$ cat src/rtl/fios_pkg.sv
// Shared definitions for the FIOS Montgomery datapath blocks.
package fios_pkg;

  localparam int unsigned WORD_WIDTH = 17;
  localparam int unsigned P_WIDTH    = 34;
  localparam int unsigned WORD_COUNT = 16;
  localparam int unsigned IDX_WIDTH  = $clog2(WORD_COUNT);

  typedef enum logic [1:0] {
    IDLE  = 2'd0,
    ACCUM = 2'd1,
    DRAIN = 2'd2
  } fios_res_state_t;

  typedef logic [WORD_WIDTH-1:0] word_t;

endpackage

$ cat src/rtl/fios_result_unit_if.sv
// Input word stream from the PE chain plus the valid/ready result stream.
interface fios_result_unit_if #(
    parameter int unsigned WORD_WIDTH = fios_pkg::WORD_WIDTH,
    parameter int unsigned P_WIDTH    = fios_pkg::P_WIDTH
);
    logic                  start_i;
    logic                  word_valid_i;
    logic [P_WIDTH-1:0]    word_i;
    logic [WORD_WIDTH-1:0] m_word_i;
    logic                  res_ready_i;
    logic                  busy_o;
    logic                  res_valid_o;
    logic [WORD_WIDTH-1:0] res_word_o;
    logic                  res_last_o;
    logic                  range_err_o;
    logic                  protocol_err_o;

    modport master (
        output start_i, word_valid_i, word_i, m_word_i, res_ready_i,
        input  busy_o, res_valid_o, res_word_o, res_last_o, range_err_o, protocol_err_o
    );

    modport slave (
        input  start_i, word_valid_i, word_i, m_word_i, res_ready_i,
        output busy_o, res_valid_o, res_word_o, res_last_o, range_err_o, protocol_err_o
    );
endinterface

$ cat src/rtl/fios_dual_word_buffer.sv
// Twin word buffers for T and T-M sharing one write index; read port picks one by sel_i.
module fios_dual_word_buffer #(
    parameter int unsigned WORD_WIDTH = 17,
    parameter int unsigned WORD_COUNT = 16,
    parameter int unsigned IDX_W      = 4
) (
    input  logic                  clk_i,
    input  logic                  we_i,
    input  logic [IDX_W-1:0]      widx_i,
    input  logic [WORD_WIDTH-1:0] wdata_t_i,
    input  logic [WORD_WIDTH-1:0] wdata_d_i,
    input  logic [IDX_W-1:0]      ridx_i,
    input  logic                  sel_i,
    output logic [WORD_WIDTH-1:0] rdata_o
);

    logic [WORD_WIDTH-1:0] buf_t_q [WORD_COUNT];
    logic [WORD_WIDTH-1:0] buf_d_q [WORD_COUNT];

    // Contents are don't-care after reset, so no reset on the arrays.
    always_ff @(posedge clk_i) begin
        if (we_i) begin
            buf_t_q[widx_i] <= wdata_t_i;
            buf_d_q[widx_i] <= wdata_d_i;
        end
    end

    assign rdata_o = sel_i ? buf_d_q[ridx_i] : buf_t_q[ridx_i];

endmodule

$ cat src/rtl/fios_result_unit.sv
// Carry-normalises the last PE's partial words, forms T and T-M on the fly and
// drains the reduced Montgomery result LSW first.
module fios_result_unit #(
    parameter int unsigned WORD_WIDTH = fios_pkg::WORD_WIDTH,
    parameter int unsigned P_WIDTH    = fios_pkg::P_WIDTH,
    parameter int unsigned WORD_COUNT = fios_pkg::WORD_COUNT
) (
    input logic               clock_i,
    input logic               reset_n_i,
    fios_result_unit_if.slave bus
);
    import fios_pkg::*;

    localparam int unsigned IdxW   = (WORD_COUNT > 1) ? $clog2(WORD_COUNT) : 1;
    localparam int unsigned SumW   = P_WIDTH + 1;
    localparam int unsigned CarryW = SumW - WORD_WIDTH;
    localparam logic [IdxW-1:0] LastIdx = IdxW'(WORD_COUNT - 1);

    fios_res_state_t state_q, state_d;
    logic [IdxW-1:0]   idx_q, idx_d;
    logic [CarryW-1:0] carry_q, carry_d;
    logic              borrow_q, borrow_d;
    logic              sel_q, sel_d;
    logic              range_err_q, range_err_d;
    logic              proto_err_q, proto_err_d;

    logic                  accept;
    logic                  last_word;
    logic [SumW-1:0]       sum;
    logic [WORD_WIDTH-1:0] t_word;
    logic [CarryW-1:0]     carry_nxt;
    logic [WORD_WIDTH:0]   diff;
    logic [WORD_WIDTH-1:0] d_word;
    logic                  borrow_nxt;
    logic [WORD_WIDTH-1:0] rdata;

    assign accept    = (state_q == ACCUM) && bus.word_valid_i;
    assign last_word = (idx_q == LastIdx);

    assign sum        = {1'b0, bus.word_i} + SumW'(carry_q);
    assign t_word     = sum[WORD_WIDTH-1:0];
    assign carry_nxt  = sum[SumW-1:WORD_WIDTH];
    assign diff       = {1'b0, t_word} - {1'b0, bus.m_word_i} - (WORD_WIDTH + 1)'(borrow_q);
    assign d_word     = diff[WORD_WIDTH-1:0];
    assign borrow_nxt = diff[WORD_WIDTH];

    always_ff @(posedge clock_i or negedge reset_n_i) begin
        if (!reset_n_i) begin
            state_q <= IDLE;
        end else begin
            state_q <= state_d;
        end
    end

    always_comb begin
        state_d = state_q;
        unique case (state_q)
            IDLE:    if (bus.start_i) state_d = ACCUM;
            ACCUM:   if (accept && last_word) state_d = DRAIN;
            DRAIN:   if (bus.res_ready_i && last_word) state_d = IDLE;
            default: state_d = IDLE;
        endcase
    end

    always_comb begin
        bus.busy_o      = (state_q != IDLE);
        bus.res_valid_o = (state_q == DRAIN);
        bus.res_word_o  = (state_q == DRAIN) ? rdata : '0;
        bus.res_last_o  = (state_q == DRAIN) && last_word;
    end

    always_comb begin
        idx_d       = idx_q;
        carry_d     = carry_q;
        borrow_d    = borrow_q;
        sel_d       = sel_q;
        range_err_d = range_err_q;
        proto_err_d = proto_err_q;
        unique case (state_q)
            IDLE: begin
                if (bus.start_i) begin
                    idx_d       = '0;
                    carry_d     = '0;
                    borrow_d    = 1'b0;
                    range_err_d = 1'b0;
                    proto_err_d = 1'b0;
                end else if (bus.word_valid_i) begin
                    proto_err_d = 1'b1;
                end
            end
            ACCUM: begin
                if (accept) begin
                    carry_d  = carry_nxt;
                    borrow_d = borrow_nxt;
                    idx_d    = idx_q + IdxW'(1);
                    if (last_word) begin
                        // Final carry or no final borrow means T >= M: drain T-M.
                        sel_d = (carry_nxt != '0) || !borrow_nxt;
                        // (carry - borrow) > 1, kept unsigned.
                        if (carry_nxt > (borrow_nxt ? CarryW'(2) : CarryW'(1))) begin
                            range_err_d = 1'b1;
                        end
                        idx_d = '0;
                    end
                end
            end
            DRAIN: begin
                if (bus.word_valid_i) proto_err_d = 1'b1;
                if (bus.res_ready_i) idx_d = last_word ? '0 : idx_q + IdxW'(1);
            end
            default: ;
        endcase
    end

    always_ff @(posedge clock_i or negedge reset_n_i) begin
        if (!reset_n_i) begin
            idx_q       <= '0;
            carry_q     <= '0;
            borrow_q    <= 1'b0;
            sel_q       <= 1'b0;
            range_err_q <= 1'b0;
            proto_err_q <= 1'b0;
        end else begin
            idx_q       <= idx_d;
            carry_q     <= carry_d;
            borrow_q    <= borrow_d;
            sel_q       <= sel_d;
            range_err_q <= range_err_d;
            proto_err_q <= proto_err_d;
        end
    end

    assign bus.range_err_o    = range_err_q;
    assign bus.protocol_err_o = proto_err_q;

    fios_dual_word_buffer #(
        .WORD_WIDTH(WORD_WIDTH),
        .WORD_COUNT(WORD_COUNT),
        .IDX_W     (IdxW)
    ) u_buf (
        .clk_i    (clock_i),
        .we_i     (accept),
        .widx_i   (idx_q),
        .wdata_t_i(t_word),
        .wdata_d_i(d_word),
        .ridx_i   (idx_q),
        .sel_i    (sel_q),
        .rdata_o  (rdata)
    );

endmodule

$ cat src/flat_wrapper.sv
// flat-port wrapper written by rule: the top's interface ports become plain ports
module fios_result_unit_flat import fios_pkg::*;
#(
    parameter int unsigned WORD_WIDTH = fios_pkg::WORD_WIDTH,
    parameter int unsigned P_WIDTH    = fios_pkg::P_WIDTH,
    parameter int unsigned WORD_COUNT = fios_pkg::WORD_COUNT
)
  (clock_i, reset_n_i, bus_start_i, bus_word_valid_i, bus_word_i, bus_m_word_i, bus_res_ready_i, bus_busy_o, bus_res_valid_o, bus_res_word_o, bus_res_last_o, bus_range_err_o, bus_protocol_err_o);
  fios_result_unit_if #(.WORD_WIDTH(WORD_WIDTH), .P_WIDTH(P_WIDTH)) bus_i ();
  input logic clock_i;
  input logic reset_n_i;
  input wire logic [$bits(bus_i.start_i)-1:0] bus_start_i;
  input wire logic [$bits(bus_i.word_valid_i)-1:0] bus_word_valid_i;
  input wire logic [$bits(bus_i.word_i)-1:0] bus_word_i;
  input wire logic [$bits(bus_i.m_word_i)-1:0] bus_m_word_i;
  input wire logic [$bits(bus_i.res_ready_i)-1:0] bus_res_ready_i;
  output wire logic [$bits(bus_i.busy_o)-1:0] bus_busy_o;
  output wire logic [$bits(bus_i.res_valid_o)-1:0] bus_res_valid_o;
  output wire logic [$bits(bus_i.res_word_o)-1:0] bus_res_word_o;
  output wire logic [$bits(bus_i.res_last_o)-1:0] bus_res_last_o;
  output wire logic [$bits(bus_i.range_err_o)-1:0] bus_range_err_o;
  output wire logic [$bits(bus_i.protocol_err_o)-1:0] bus_protocol_err_o;
  assign bus_i.start_i = bus_start_i;
  assign bus_i.word_valid_i = bus_word_valid_i;
  assign bus_i.word_i = bus_word_i;
  assign bus_i.m_word_i = bus_m_word_i;
  assign bus_i.res_ready_i = bus_res_ready_i;
  assign bus_busy_o = bus_i.busy_o;
  assign bus_res_valid_o = bus_i.res_valid_o;
  assign bus_res_word_o = bus_i.res_word_o;
  assign bus_res_last_o = bus_i.res_last_o;
  assign bus_range_err_o = bus_i.range_err_o;
  assign bus_protocol_err_o = bus_i.protocol_err_o;
  fios_result_unit #(.WORD_WIDTH(WORD_WIDTH), .P_WIDTH(P_WIDTH), .WORD_COUNT(WORD_COUNT)) u_core (.clock_i(clock_i), .reset_n_i(reset_n_i), .bus(bus_i));
endmodule
$ cat config.mk
export PLATFORM = sky130hd
export DESIGN_NAME = fios_result_unit_flat
export DESIGN_NICKNAME = d
export VERILOG_FILES = /design/src/rtl/fios_pkg.sv /design/src/rtl/fios_result_unit_if.sv /design/src/rtl/fios_dual_word_buffer.sv /design/src/rtl/fios_result_unit.sv /design/src/flat_wrapper.sv
export SDC_FILE = /design/constraint.sdc
export NUM_CORES = 1
export LEC_CHECK = 0
export CORE_MARGIN = 5
export CORE_UTILIZATION = 45
export CTS_CLUSTER_SIZE = 8
export DETAILED_ROUTE_END_ITERATION = 16
export SLEW_MARGIN = 20
export SYNTH_ARGS = -nofsm -noshare
export SYNTH_HDL_FRONTEND = slang
export SYNTH_SLANG_ARGS = --single-unit
$ cat constraint.sdc
create_clock -name clock_i -period 8.31 [get_ports clock_i]
set_input_delay 1.2465 -clock clock_i [delete_from_list [all_inputs] [get_ports clock_i]]
set_output_delay 1.2465 -clock clock_i [all_outputs]
set_load 0.02 [all_outputs]
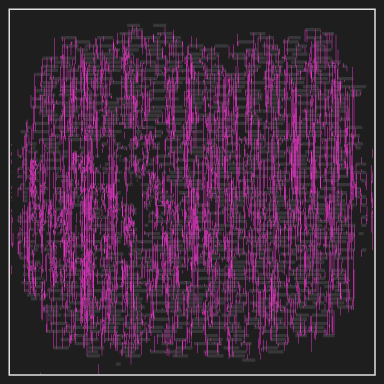
**Above:** run 1 (metal 2).
(1.5 px per um)
- share of all routed wire: 47%
- nets with wire on the layer: 1344
- wire length on this layer: 27.6 mm
DR vias: 12646
Routed Wire Length: 59.13 mm
met2 Usage GRT: 31.02%

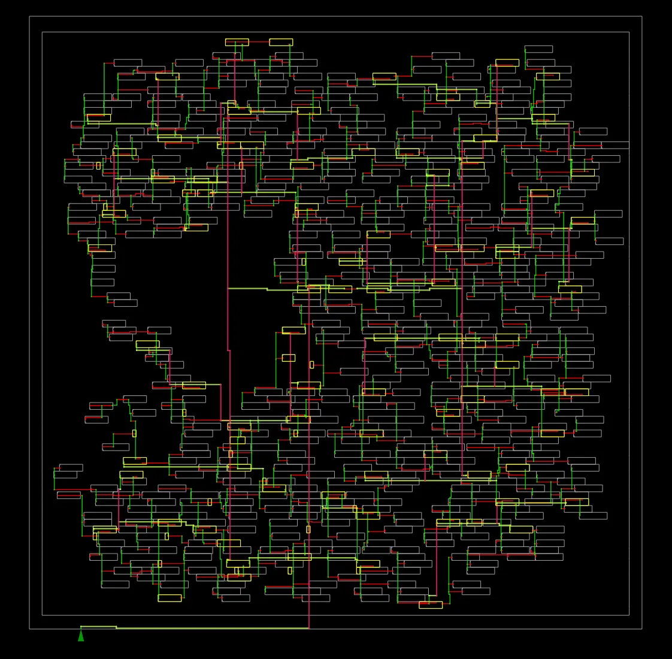
**Above:** run 1 (clock nets).
Seq cells: 572
Clock Sink Count: 572
clk latency late pin: 0.60 ns

==> results.json, run 1 <==
{
  "initial_core_util_pct": 45.35,
  "register_area_sq_um": 17050,
  "yosysSeqAreaShare_pct": 69.81,
  "busiest_layer": "met2",
  "required_ns": 8.55,
  "whs_endpoint": "u_core.carry_q[6]$_DFFE_PN0P_",
  "largestRegisters": "u_core.u_buf.buf_d_q (272), u_core.u_buf.buf_t_q (272), u_core.carry_q (18)",
  "final_layout_size_suffix_gt1_share_pct": 22.39,
  "yosys_warnings": 0,
  "worstSetupEndpointType": "flop",
  "rr_worst_depth": 13,
  "tool_warnings": 35,
  "detail-route-antenna-nets": 0,
  "fin_crit_sh_pct": 67.80,
  "buffer_area_share_pct": 3.489,
  "sw_frac_of_total_pct": 33.41,
  "drt_pass1_iterations": 5,
  "comb_power_w": 0.00452,
  "n_clock_buffer": 106,
  "cp-startpoint": "bus_word_i[0]",
  "grt.met3_usage_pct": 4.873,
  "top_area_cell": "edfxtp_1",
  "hold-path-cell-count": 2,
  "antennaDiodeCount": 2,
  "dominant_cells": "registers",
  "hold_slack_ns": 0.4813,
  "highest_layer": "met5",
  "cts_root_buf": "clkbuf_16",
  "comb_power_share_pct": 35.6,
  "ctsResizeCount": 0,
  "yosys_register_bits": 572,
  "yosys_area_sq_um": 24400,
  "dp_slack_ns": 2.068,
  "core_sq_um": 53810,
  "p_int_w": 0.008450,
  "layout_top_cell": "edfxtp_1",
  "nWellTaps": 696,
  "p_sw_w": 0.004240,
  "numCtsBuffers": 81,
  "worstPathMaxFanout": 16,
  "postSynth.asyncResetShare_pct": 4.895,
  "final_util_pct": 52.78,
  "placed_area_sq_um": 26100,
  "synthFlopType": "edfxtp_1",
  "crit_path_end": "u_core.u_buf.buf_d_q[3][13]$_DFFE_PP_",
  "nets": 1534,
  "fin_skew_ns": 0.01822,
  "min_from": "u_core.carry_q[6]$_DFFE_PN0P_",
  "clk_path_buf_depth": 3,
  "wl_met2_mm": 27.57,
  "cts_setup_buffers": 0,
  "edf_count": 544,
  "top_cells_by_count": "544 x edfxtp_1, 170 x mux4_2, 59 x nand2_1, 57 x inv_1, 56 x ha_1",
  "critPathLaunchType": "input pin",
  "rr_startpoint": "u_core.carry_q[0]$_DFFE_PN0P_",
  "grt_pass1_vias": 13188,
  "fp.dieW_um": 242.9,
  "path_clk_slew_ns": 0.05,
  "rsz0062_at_grt": "no",
  "arrival_ns": 5.88,
  "post-route-min-period_ns": 5.635,
  "clk_share_pct": 7.947,
  "chip_area_sq_um": 58990,
  "antenna_found_initial": 5,
  "grt_usage_pct": 20.22,
  "inv_count": 57,
  "grt_pass1_wl_mm": 87.82,
  "powerClk_w": 0.00295,
  "cap_violations": 0,
  "setup_ws_ns": 2.675,
  "row_count": 85,
  "holdBufCountCts": 0,
  "worst_pin_slew_ns": 1.059,
  "io_pins": 78,
  "final_cell_area_sq_um": 28400,
  "hold_viol_final": 0,
  "fill_cells": 4268,
  "drv_slew": 0,
  "gp_congestion": 0.8672,
  "outcome": "finished clean",
  "worstSetupPathType": "in2reg",
  "remaining_drc_errors": 0,
  "port_buffers": 77,
  "fin_total_pwr_w": 0.01269,
  "seq_power_share_pct": 41.1,
  "htreeDepth": 3,
  "nNonClkBuffers": 103,
  "sequentialPower_w": 0.00522,
  "lay_top_cells": "544 x edfxtp_1, 170 x mux4_2, 83 x clkbuf_16, 77 x clkdlybuf4s50_1, 59 x nand2_1",
  "power.share.clock_pct": 23.2,
  "sh_comb_area_pct": 24.70,
  "cts_tree": "built",
  "rrSetupSlack_ns": 3.45,
  "logic_area_sq_um": 7015,
  "avgRoutedWirePerCell_um": 27.57,
  "synth_cells": 1290,
  "first_iter_violations": 1305,
  "max_freq_mhz": 177.5,
  "most_common_cell": "edfxtp_1",
  "peakVddDrop_v": 0.0003678,
  "synth.area.top_cells": "edfxtp_1 67%, mux4_2 16%, dfrtp_1 2.9%",
  "dpl.cell_count": 2032,
  "pwr_density_cell_nw_per_um2": 446.8,
  "seq_area_share_pct": 60.03,
  "route.met3.wl_mm": 4.530,
  "maxSlewHeadroom_pct": 29.13,
  "layout.cells.non_filler": 2145,
  "r2r-end": "u_core.u_buf.buf_d_q[3][13]$_DFFE_PP_",
  "p_leak_nw": 9.229,
  "top_cell_area_share_pct": 66.94,
  "grt-ovfl-total": 0,
  "floorplan.nets": 1405,
  "avgSynthCellArea_sq_um": 18.92,
  "syn_to_final_growth_pct": 16.38,
  "vias_per_cell": 5.896,
  "setup_tns_ns": 0,
  "top_power_group": "registers",
  "hold_class": "reg2reg",
  "synth_area_sq_um": 24400,
  "grt_max_degree": 119,
  "comb_cells": 604,
  "yosys_cells": 1290
}
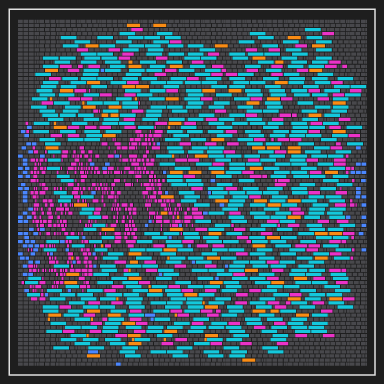
**Above:** run 1 (placement by cell class).
(1.5 px per um) Fill, decap, tap and diode cells in gray.
- remaining logic cells: magenta (cells 661)
- registers: cyan (cells 572)
- remaining buffers and delay cells: blue (cells 103)
- clock drivers and dummy loads: orange (cells 111)

==> run 1: worst max-delay path: stages <==
cell and delay, ns:
clkdlybuf4s50_1 0.47, ha_1 0.27, fa_1 0.44, a211oi_1 0.36
o21ai_0 0.21, xnor2_1 0.19, ha_1 0.28, inv_1 0.04
ha_1 0.22, or3_1 0.34, a2111oi_0 0.37, o21bai_1 0.23
a211o_1 0.37, xor2_1 0.83
==> run 1: cells by family (layout without fill, tap and decap cells) <==
logic type	after synthesis	after routing	synth area share [%]
muxes	187	187	16.39
buffers and inverters	114	271	1.841
adders and majority gates	59	59	3.117
DFF	572	572	69.81
xor gates and xnor gates	48	48	1.723
other	0	2	0
AOI/OAI and AO/OA	129	129	3.399
and+or+nand+nor	181	181	3.727
==> run 2: changes to the inputs <==
- clock period: 8.31 -> 5.5 ns (I/O delays scaled with it)
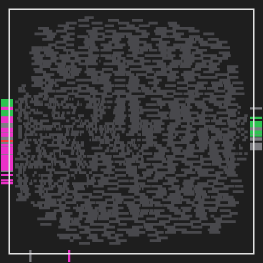
**Above:** run 2 (I/O pins on the die edge).
(1 px per um) Pins as bars across the die edge, other pins in gray.
- `bus_m_word_i`: green (pins 17; direction input; edge 9 left, 8 right)
- `bus_res_ready_i`: red (pins 1; direction input; edge left)
- `bus_word_i`: magenta (pins 34; direction input; edge 33 left, 1 bottom)

==> run 2 against run 1 <==
Cell area is 0.87% higher. Largest cell class unchanged. Flip-flop count stayed put. Core utilization is 0.46 points higher. Global-route usage is 0.26 points higher. Power is 54% higher. Sequential power is 52% higher. Wire length is 1.0% higher. Critical endpoint is now u_core.u_buf.buf_d_q[9][15]$_DFFE_PP_. Synthesized cell count stayed put.
==> results.json, run 2 <==
{
  "remaining_drc_errors": 0,
  "vias": 12812,
  "power.share.clock_pct": 22.3,
  "synthFlopType": "edfxtp_1",
  "cpLargestDelayFamily": "AND-OR/OR-AND gates",
  "nets": 1574,
  "logic_area_sq_um": 7002,
  "most_common_cell": "edfxtp_1",
  "synth-simple-area-share_pct": 3.727,
  "register_area_sq_um": 17050,
  "grt_usage_pct": 20.48,
  "fill_cells": 4260,
  "arrival_ns": 5.38,
  "placed_area_sq_um": 26430,
  "path_cells": "clkdlybuf4s50_1 -> ha_1 -> fa_1 -> buf_4 -> a21o_2 -> a21oi_1 -> xor2_1 -> ha_1 -> inv_1 -> ha_1 -> and3_1 -> a2111oi_0 -> buf_4 -> o21bai_1 -> a211o_1 -> nand2_1 -> nand2b_1 -> a21oi_1 -> xnor2_1",
  "fin_skew_ns": 0.01786,
  "fin_total_pwr_w": 0.01954,
  "worst-path-stages": 19,
  "rsz0062_at_grt": "no",
  "logic_family": "multiplexers",
  "drt_pass1_iterations": 5,
  "yosys_warnings": 0,
  "grt_max_degree": 50,
  "max_freq_mhz": 195.1,
  "final_util_pct": 53.24,
  "cts_tree": "built",
  "yosys_area_sq_um": 24400,
  "critPathMaxStageDelay_ns": 0.47,
  "top_cell_area_share_pct": 66.94,
  "yosysSeqAreaShare_pct": 69.81,
  "cts_setup_buffers": 0,
  "synth.area.top_cells": "edfxtp_1 67%, mux4_2 16%, dfrtp_1 2.9%",
  "core_sq_um": 53810,
  "cap_violations": 0,
  "post-route-min-period_ns": 5.126,
  "initial_core_util_pct": 45.35,
  "whs_endpoint": "u_core.borrow_q$_DFFE_PN0P_",
  "maxSlewHeadroom_pct": 30.55,
  "avgSynthCellArea_sq_um": 18.92,
  "clk_path_buf_depth": 3,
  "worstSetupEndpointType": "flop",
  "row_count": 85,
  "floorplan.nets": 1405,
  "numCtsBuffers": 81,
  "final_layout_size_suffix_gt1_share_pct": 24.36,
  "worst_pin_slew_ns": 1.034,
  "vias_per_cell": 5.882,
  "port_buffers": 77,
  "largestRegisters": "u_core.u_buf.buf_d_q (272), u_core.u_buf.buf_t_q (272), u_core.carry_q (18)",
  "ctsResizeCount": 0,
  "hold_class": "reg2reg",
  "avgRoutedWirePerCell_um": 27.43,
  "p_leak_nw": 9.385,
  "outcome": "finished clean",
  "comb_power_share_pct": 37.1,
  "antenna_found_initial": 7,
  "detail-route-antenna-nets": 0,
  "crit_path_end": "u_core.u_buf.buf_d_q[9][15]$_DFFE_PP_",
  "dpl.cell_count": 2072,
  "worstPathMaxFanout": 16,
  "r2r-end": "u_core.u_buf.buf_d_q[9][15]$_DFFE_PP_",
  "gp_congestion": 0.8492,
  "clkLatencyLatePin_ns": 0.61,
  "muxShareOfSynthArea_pct": 16.39,
  "sw_frac_of_total_pct": 33.28,
  "synth_area_sq_um": 24400,
  "cp-startpoint": "bus_word_i[0]",
  "p_int_w": 0.01304,
  "holdBufCountCts": 0,
  "sequentialPower_w": 0.00793,
  "xor_share_pct": 1.723,
  "tool_warnings": 32,
  "seq_power_share_pct": 40.6,
  "required_ns": 5.75,
  "grt_pass1_vias": 13502,
  "drt-total-wl_mm": 59.75,
  "rrSetupSlack_ns": 0.70,
  "rr_worst_depth": 18,
  "hold-path-cell-count": 2,
  "yosys_register_bits": 572,
  "hold_viol_final": 0,
  "cp_slowest_cell": "xnor2_1",
  "comb_power_w": 0.00725,
  "worstSetupPathType": "in2reg",
  "fin_crit_sh_pct": 93.21,
  "setup_tns_ns": 0,
  "critPathLaunchType": "input pin",
  "ys_sh_aoi_pct": 3.399,
  "setup_ws_ns": 0.3737,
  "syn_to_final_growth_pct": 17.40
}
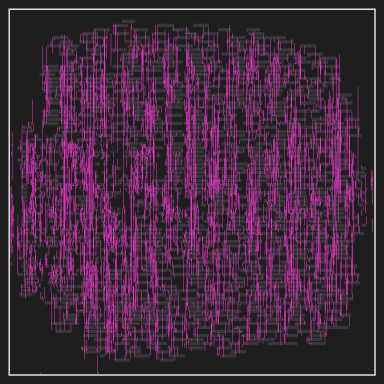
**Above:** run 2 (metal 2).
(1.5 px per um)
- nets with wire on the layer: 1393
- main direction: vertical

[run 2: cell types whose count changed in the layout (fill, tap and decap cells not counted), sizes merged]
cell / before / now
buf: 26 / 66
clkbuf: 106 / 96
diode: 2 / 4
inv: 58 / 59
[run 2: final cells by class]
cell class | instances | share of cell area [%]
antenna | 4 | 0.03494
tap | 696 | 3.040
multi-input combinational | 604 | 24.44
inverter | 57 | 0.7468
clock inverter | 6 | 0.2882
timing repair buffer | 143 | 4.638
clock buffer | 96 | 7.306
sequential | 572 | 59.51
[run 2: layer usage]
layer | routed length, um | track usage [%]
met1 | 26250 | 30.30
met2 | 27700 | 31.19
met3 | 4734 | 4.521
met4 | 1048 | 5.624
met5 | 13 | 0
No activity file was given, so power comes from the tool's default toggle rates.
